==> src/rtl/bus85_pkg.sv <==
// Shared types for the 8085 bus tracer: cycle-type and FSM encodings, HLT opcode,
// and the trace-record width helper.
package bus85_pkg;

  typedef enum logic [2:0] {
    CT_OPF  = 3'd0,
    CT_MRD  = 3'd1,
    CT_MWR  = 3'd2,
    CT_IORD = 3'd3,
    CT_IOWR = 3'd4,
    CT_INTA = 3'd5,
    CT_UNK  = 3'd6
  } cyc_type_t;

  typedef enum logic [1:0] {
    ST_IDLE,
    ST_ADDR,
    ST_STRB,
    ST_PUSH
  } bus_state_t;

  localparam logic [7:0] HLT_OPCODE = 8'h76;
  localparam int         TYPE_W     = 3;

  function automatic int recWidth(int dataSize, int addrSize, int tsSize);
    return TYPE_W + addrSize + dataSize + tsSize;
  endfunction

  // An interrupt acknowledge wins over whatever status the core drove.
  function automatic cyc_type_t decodeType(logic intaSeen, logic [2:0] status);
    if (intaSeen) return CT_INTA;
    case (status)
      3'b011:  return CT_OPF;
      3'b010:  return CT_MRD;
      3'b001:  return CT_MWR;
      3'b110:  return CT_IORD;
      3'b101:  return CT_IOWR;
      default: return CT_UNK;
    endcase
  endfunction

endpackage

==> src/rtl/trace_fifo.sv <==
// Synchronous first-word-fall-through FIFO; head word reads as zero while empty.
module trace_fifo #(
  parameter int WIDTH = 8,
  parameter int DEPTH = 16
) (
  input  logic                     i_clk,
  input  logic                     i_rst,
  input  logic                     i_clr,
  input  logic                     i_push,
  input  logic [WIDTH-1:0]         i_din,
  input  logic                     i_pop,
  output logic [WIDTH-1:0]         o_dout,
  output logic                     o_full,
  output logic                     o_empty,
  output logic [$clog2(DEPTH):0]   o_count
);

  localparam int AW = $clog2(DEPTH);
  localparam int CW = AW + 1;

  logic [WIDTH-1:0] r_mem [DEPTH];
  logic [AW-1:0]    r_wrPtr;
  logic [AW-1:0]    r_rdPtr;
  logic [CW-1:0]    r_count;
  logic             w_popEn;
  logic             w_pushEn;

  assign o_empty  = (r_count == '0);
  assign o_full   = (r_count == CW'(DEPTH));
  assign o_count  = r_count;
  assign o_dout   = o_empty ? '0 : r_mem[r_rdPtr];

  // A pop in the same cycle frees the slot, so a push into a full FIFO is still accepted.
  assign w_popEn  = i_pop && !o_empty;
  assign w_pushEn = i_push && (!o_full || w_popEn);

  always_ff @(posedge i_clk or posedge i_rst) begin
    if (i_rst) begin
      r_wrPtr <= '0;
      r_rdPtr <= '0;
      r_count <= '0;
    end else if (i_clr) begin
      r_wrPtr <= '0;
      r_rdPtr <= '0;
      r_count <= '0;
    end else begin
      if (w_pushEn) r_wrPtr <= r_wrPtr + 1'b1;
      if (w_popEn)  r_rdPtr <= r_rdPtr + 1'b1;
      case ({w_pushEn, w_popEn})
        2'b10:   r_count <= r_count + 1'b1;
        2'b01:   r_count <= r_count - 1'b1;
        default: r_count <= r_count;
      endcase
    end
  end

  always_ff @(posedge i_clk) begin
    if (w_pushEn && !i_clr) r_mem[r_wrPtr] <= i_din;
  end

endmodule

==> src/rtl/bus_trace85.sv <==
// Bus-cycle tracer for the 8085-compatible core: records one entry per completed machine
// cycle and flags HLT fetch, watchdog timeout and overflow. TRACE_TS_EN adds timestamps.
module bus_trace85
  import bus85_pkg::*;
#(
  parameter int DATASIZE = 8,
  parameter int ADDRSIZE = 16,
  parameter int DEPTH    = 16,
  parameter int TOUTCYC  = 150,
  parameter int TSSIZE   = 16
) (
  input  logic                         i_clk,
  input  logic                         i_rst,
  input  logic                         i_clr,
  input  logic [DATASIZE-1:0]          i_addrdata,
  input  logic [ADDRSIZE-DATASIZE-1:0] i_addr,
  input  logic                         i_ale,
  input  logic                         i_iom_,
  input  logic                         i_s1,
  input  logic                         i_s0,
  input  logic                         i_rd_,
  input  logic                         i_wr_,
  input  logic                         i_inta_,
  output logic                         o_t_valid,
  input  logic                         i_t_ready,
  output logic [2:0]                   o_t_type,
  output logic [ADDRSIZE-1:0]          o_t_addr,
  output logic [DATASIZE-1:0]          o_t_data,
  output logic [TSSIZE-1:0]            o_t_ts,
  output logic [$clog2(DEPTH):0]       o_t_count,
  output logic                         o_halt,
  output logic                         o_tout,
  output logic                         o_ovf,
  output logic [7:0]                   o_drops
);

`ifdef TRACE_TS_EN
  localparam int TSW = TSSIZE;
`else
  localparam int TSW = 0;
`endif
  localparam int RECW = recWidth(DATASIZE, ADDRSIZE, TSW);
  localparam int WDW  = $clog2(TOUTCYC);
  localparam logic [WDW-1:0] WD_MAX = WDW'(TOUTCYC - 1);

  bus_state_t            r_state;
  logic [ADDRSIZE-1:0]   r_addr;
  logic [DATASIZE-1:0]   r_data;
  logic [2:0]            r_stat;
  logic                  r_inta;
  logic                  r_halt;
  logic                  r_tout;
  logic                  r_ovf;
  logic [7:0]            r_drops;
  logic [WDW-1:0]        r_wd;

  logic                  w_strobe;
  cyc_type_t             w_type;
  logic                  w_push;
  logic                  w_popOk;
  logic                  w_drop;
  logic                  w_full;
  logic                  w_empty;
  logic [RECW-1:0]       w_din;
  logic [RECW-1:0]       w_dout;

  assign w_strobe = !i_rd_ || !i_wr_ || !i_inta_;
  assign w_type   = decodeType(r_inta, r_stat);

  // Once HLT has been captured the trace freezes; clr wins over any push or pop.
  assign w_push   = (r_state == ST_PUSH) && !r_halt && !i_clr;
  assign w_popOk  = i_t_ready && !w_empty;
  assign w_drop   = w_push && w_full && !w_popOk;

  always_ff @(posedge i_clk or posedge i_rst) begin
    if (i_rst) begin
      r_state <= ST_IDLE;
      r_addr  <= '0;
      r_data  <= '0;
      r_stat  <= '0;
      r_inta  <= 1'b0;
    end else if (i_ale) begin
      r_state <= ST_ADDR;
      r_addr  <= {i_addr, i_addrdata};
      r_stat  <= {i_iom_, i_s1, i_s0};
      r_inta  <= 1'b0;
    end else begin
      case (r_state)
        ST_IDLE: r_state <= ST_IDLE;
        ST_ADDR: begin
          if (w_strobe) begin
            r_state <= ST_STRB;
            r_data  <= i_addrdata;
            if (!i_inta_) r_inta <= 1'b1;
          end
        end
        ST_STRB: begin
          r_data <= i_addrdata;
          if (!i_inta_) r_inta <= 1'b1;
          if (!w_strobe) r_state <= ST_PUSH;
        end
        ST_PUSH: r_state <= ST_IDLE;
        default: r_state <= ST_IDLE;
      endcase
    end
  end

  always_ff @(posedge i_clk or posedge i_rst) begin
    if (i_rst) begin
      r_halt  <= 1'b0;
      r_tout  <= 1'b0;
      r_ovf   <= 1'b0;
      r_drops <= '0;
      r_wd    <= '0;
    end else if (i_clr) begin
      r_halt  <= 1'b0;
      r_tout  <= 1'b0;
      r_ovf   <= 1'b0;
      r_drops <= '0;
      r_wd    <= '0;
    end else begin
      if (w_push && (w_type == CT_OPF) && (r_data == DATASIZE'(HLT_OPCODE))) r_halt <= 1'b1;
      if (w_drop) begin
        r_ovf <= 1'b1;
        if (r_drops != 8'hFF) r_drops <= r_drops + 8'd1;
      end
      if (r_state == ST_PUSH) r_wd <= '0;
      else if (r_wd != WD_MAX) r_wd <= r_wd + 1'b1;
      if (r_wd == WD_MAX) r_tout <= 1'b1;
    end
  end

`ifdef TRACE_TS_EN
  logic [TSSIZE-1:0] r_ts;

  always_ff @(posedge i_clk or posedge i_rst) begin
    if (i_rst)      r_ts <= '0;
    else if (i_clr) r_ts <= '0;
    else            r_ts <= r_ts + 1'b1;
  end

  assign w_din  = {r_ts, w_type, r_addr, r_data};
  assign o_t_ts = w_dout[RECW-1 -: TSSIZE];
`else
  assign w_din  = {w_type, r_addr, r_data};
  assign o_t_ts = '0;
`endif

  trace_fifo #(
    .WIDTH (RECW),
    .DEPTH (DEPTH)
  ) u_fifo (
    .i_clk   (i_clk),
    .i_rst   (i_rst),
    .i_clr   (i_clr),
    .i_push  (w_push),
    .i_din   (w_din),
    .i_pop   (i_t_ready),
    .o_dout  (w_dout),
    .o_full  (w_full),
    .o_empty (w_empty),
    .o_count (o_t_count)
  );

  assign o_t_valid = !w_empty;
  assign o_t_type  = w_dout[DATASIZE+ADDRSIZE +: 3];
  assign o_t_addr  = w_dout[DATASIZE +: ADDRSIZE];
  assign o_t_data  = w_dout[DATASIZE-1:0];
  assign o_halt    = r_halt;
  assign o_tout    = r_tout;
  assign o_ovf     = r_ovf;
  assign o_drops   = r_drops;

endmodule

==> config.mk <==
export PLATFORM = sky130hd
export DESIGN_NAME = bus_trace85
export DESIGN_NICKNAME = d
export VERILOG_FILES = /design/src/rtl/bus85_pkg.sv /design/src/rtl/trace_fifo.sv /design/src/rtl/bus_trace85.sv
export SDC_FILE = /design/constraint.sdc
export NUM_CORES = 1
export LEC_CHECK = 0
export CAP_MARGIN = 20
export CORE_MARGIN = 2
export CORE_UTILIZATION = 60
export CTS_CLUSTER_SIZE = 16
export DETAILED_ROUTE_END_ITERATION = 6
export GPL_TIMING_DRIVEN = 0
export PLACE_DENSITY = 0.79
export REMOVE_ABC_BUFFERS = 1
export SYNTH_ARGS = -nofsm -noshare
export SYNTH_HDL_FRONTEND = slang
export SYNTH_HIERARCHICAL = 1
export SYNTH_SLANG_ARGS = --single-unit
==> constraint.sdc <==
create_clock -name i_clk -period 6.6 [get_ports i_clk]
set_clock_uncertainty 0.1 [all_clocks]
set_input_delay 0.66 -clock i_clk [delete_from_list [all_inputs] [get_ports i_clk]]
set_output_delay 0.66 -clock i_clk [all_outputs]
set_load 0.05 [all_outputs]
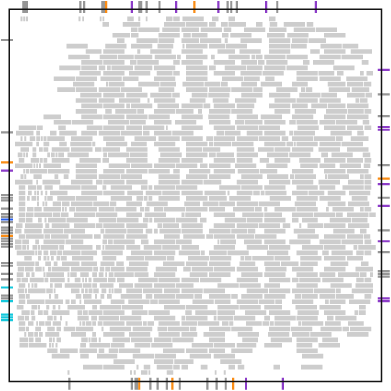
Figure 1: run 1, ports around the boundary.
Scale: 2 px per µm. Pins as bars across the die edge, other pins in grey.
colour	port	pins	direction	edge
cyan	o_t_count	5	output	left
blue	i_clr	1	input	left
orange	o_t_data	8	output	3 bottom, 2 top, 2 left, 1 right
purple	o_t_addr	16	output	8 right, 5 top, 2 bottom, 1 left
all pins by edge	31 left, 22 top, 18 right, 16 bottom

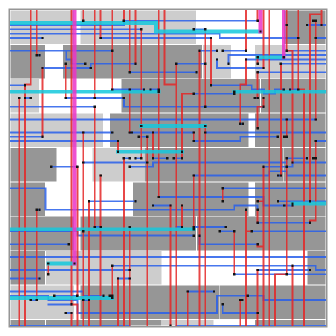
Figure 2: run 1, zoomed window.
Window x 80 to 105, y 43 to 68 µm. Cells in grey, sequential cells in the stronger grey; small squares are vias.
colour	layer
cyan	metal 3
red	metal 2
blue	metal 1
magenta	metal 4
netlist names of flops here include	u_fifo/r_mem (9)
most frequent	edfxtp_1 (9), clkbuf_16 (4)
sequential cells in the window	11
cells with their middle in the window	20

==> out/results.txt, run 1 <==
Initial antenna violation count: 0
Top logic family: multiplexers
RePlAce Congestion: 0.786
Internal power: 6.21 mW
Logic area: 4890 µm²
Reg2reg setup slack: 3.29 ns
CTS Buf Count: 48
Leak pwr: 7.45 nW
Area growth from synthesis to layout: 16.7%
Most frequent CP cell: buf_16
Die area: 34300 µm²
Sequential power share: 44.4%
Status: finished clean
Non-clk bufs: 94
Combinational gate power: 2.01 mW
Antenna Cells: 0
Ys flops: 494
Clock group power: 2.89 mW
Vias post-DR: 9831
Synthesized cell area: 19700 µm²
Final worst-path cycle share: 70.5%
Routed wire length: 41.9 mm
Endpoint type of the worst setup path: output port
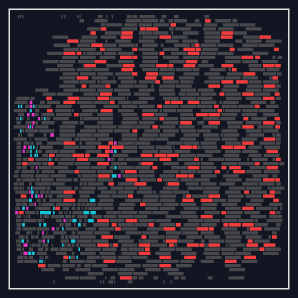
Figure 3: run 1, logic cells by family.
Scale: 1.5 px per µm.
colour	family	cells	most used
magenta	nand cells	30	nand3_1
red	mux cells	194	mux4_2
cyan	nor cells	48	nor2_1

==> run 1: Yosys cell counts, types with 7 or more instances <==
cell type / instances
ha_1: 15
and2_1: 13
nor2b_1: 8
edfxtp_1: 432
mux4_2: 108
mux2_2: 28
o22ai_1: 27
clkbuf_1: 23
buf_2: 18
nand3_1: 9
nor2_1: 31
mux2i_1: 57
nand2_1: 7
dfrtp_1: 62
inv_1: 25
xor2_1: 8
buf_4: 16
==> run 1: flip-flops by register name, summed over array words and instances, names as in the netlist <==
signal and cells:
u_fifo/r_mem 432, r_addr 16, o_drops 8, r_data 8, r_wd 8, u_fifo/o_count 5, u_fifo/r_rdPtr 4, u_fifo/r_wrPtr 4
r_stat 3, r_state 2, o_halt 1, o_ovf 1, o_tout 1, r_inta 1
Figure 4. Sequential cells coloured by netlist name (run 1).
Scale: 1.5 px per µm. Other sequential cells in the stronger grey, the rest of the logic in the fainter grey.
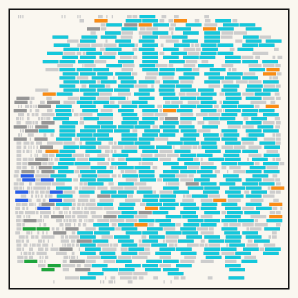

--- run 2 (diff from run 1) ---
- clock period: 6.6 -> 4.7 ns (I/O delays scaled with it)
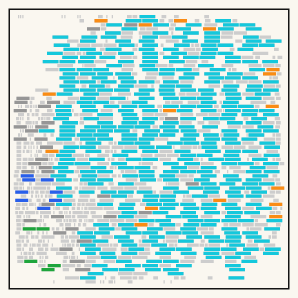
Figure 5: run 2, sequential cells coloured by netlist name.
Scale: 1.5 px per µm. Other sequential cells in the stronger grey, the rest of the logic in the fainter grey.
colour	name in the netlist	placed flops
orange	r_addr	16
cyan	u_fifo/r_mem	432
blue	o_drops	8
green	u_fifo/o_count	5
not coloured	33

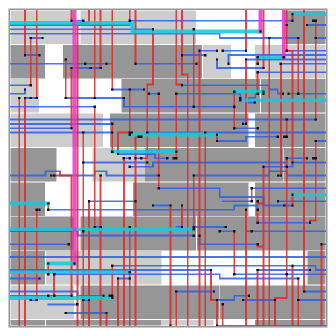
Figure 6: run 2, zoomed window.
Window x 80 to 105, y 43 to 68 µm. Cells in grey, sequential cells in the stronger grey; small squares are vias.
colour	layer
blue	metal 1
red	metal 2
magenta	metal 4
cyan	metal 3
sequential cells in the window	11
cells with their middle in the window	20
netlist names of flops here include	u_fifo/r_mem (9)
most frequent	edfxtp_1 (9), clkbuf_16 (4)

==> run 2 against run 1 <==
Utilization is 0.062 points higher. Die area stayed put. Power is 41% higher. Sequential power is about 40% higher. Wire length is 0.48% higher. Non-clock buffer count is 1 higher. Largest cell class unchanged. Highest routed layer unchanged.
==> out/results.txt, run 2 <==
Vias post-DR: 9816
WP buf/inv: 1
Synthesized cell area: 19700 µm²
Actual slew at the worst max-slew pin: 0.940 ns
Logic area: 4890 µm²
Die area: 34300 µm²
Internal power: 8.73 mW
Worst path cell trace: or4_4, nor2_1, or2_2, o22ai_1, clkdlybuf4s50_1
Biggest registers after layout: u_fifo/r_mem (432), r_addr (16)
Routed wire length: 42.1 mm
Most frequent cell after synthesis: edfxtp_1
Non-clk bufs: 95
Area growth from synthesis to layout: 16.8%
RePlAce Congestion: 0.786
Die height: 185 µm
Status: finished clean
Max FFs per register: 432
Vias in the first global route: 9994
Antenna Cells: 0
CLK BUF: 63
Avg Vias per Cell: 6.28
Reg2reg setup slack: 1.39 ns
Top cells by instance count after synthesis: edfxtp_1 (432), mux4_2 (108), dfrtp_1 (62)
Endpoint type of the worst setup path: output port
Final worst-path cycle share: 93.9%
Switching power: 3.67 mW
Clock power frac: 32.7%
Leak pwr: 7.46 nW
Initial antenna violation count: 0
Sequential power share: 44.2%
Worst setup endpoint: o_t_type[0]
Biggest register: u_fifo/r_mem
## run 2: power groups by stage
stage | combinational (mW) | clock (mW) | sequential [mW]
floorplan | 1.93 | 0 | 5.60
global placement | 2.80 | 0 | 5.70
detailed placement | 2.83 | 0 | 5.59
CTS | 2.85 | 4.12 | 5.50
global route | 3.02 | 4.28 | 5.52
finish | 2.86 | 4.06 | 5.47
## run 2: logic make-up after synthesis
kind of cell | after synthesis | share of synthesized area, %
compound gates | 74 | 2.71
xor+xnor | 10 | 0.444
fa+ha+maj | 16 | 1.05
buf+inv | 87 | 2.11
flops | 494 | 73.6
mux | 194 | 16.9
other cells | 1 | 0.0190
simple gates | 108 | 3.15
## run 2: what timing repair did
action / in CTS / in global routing
resized: 0 / 0
setup buffers: 0 / 1
hold buffers: 0 / 0
setup endpoints to repair: 0 / 1
Power is estimated from default activity; no workload was simulated.
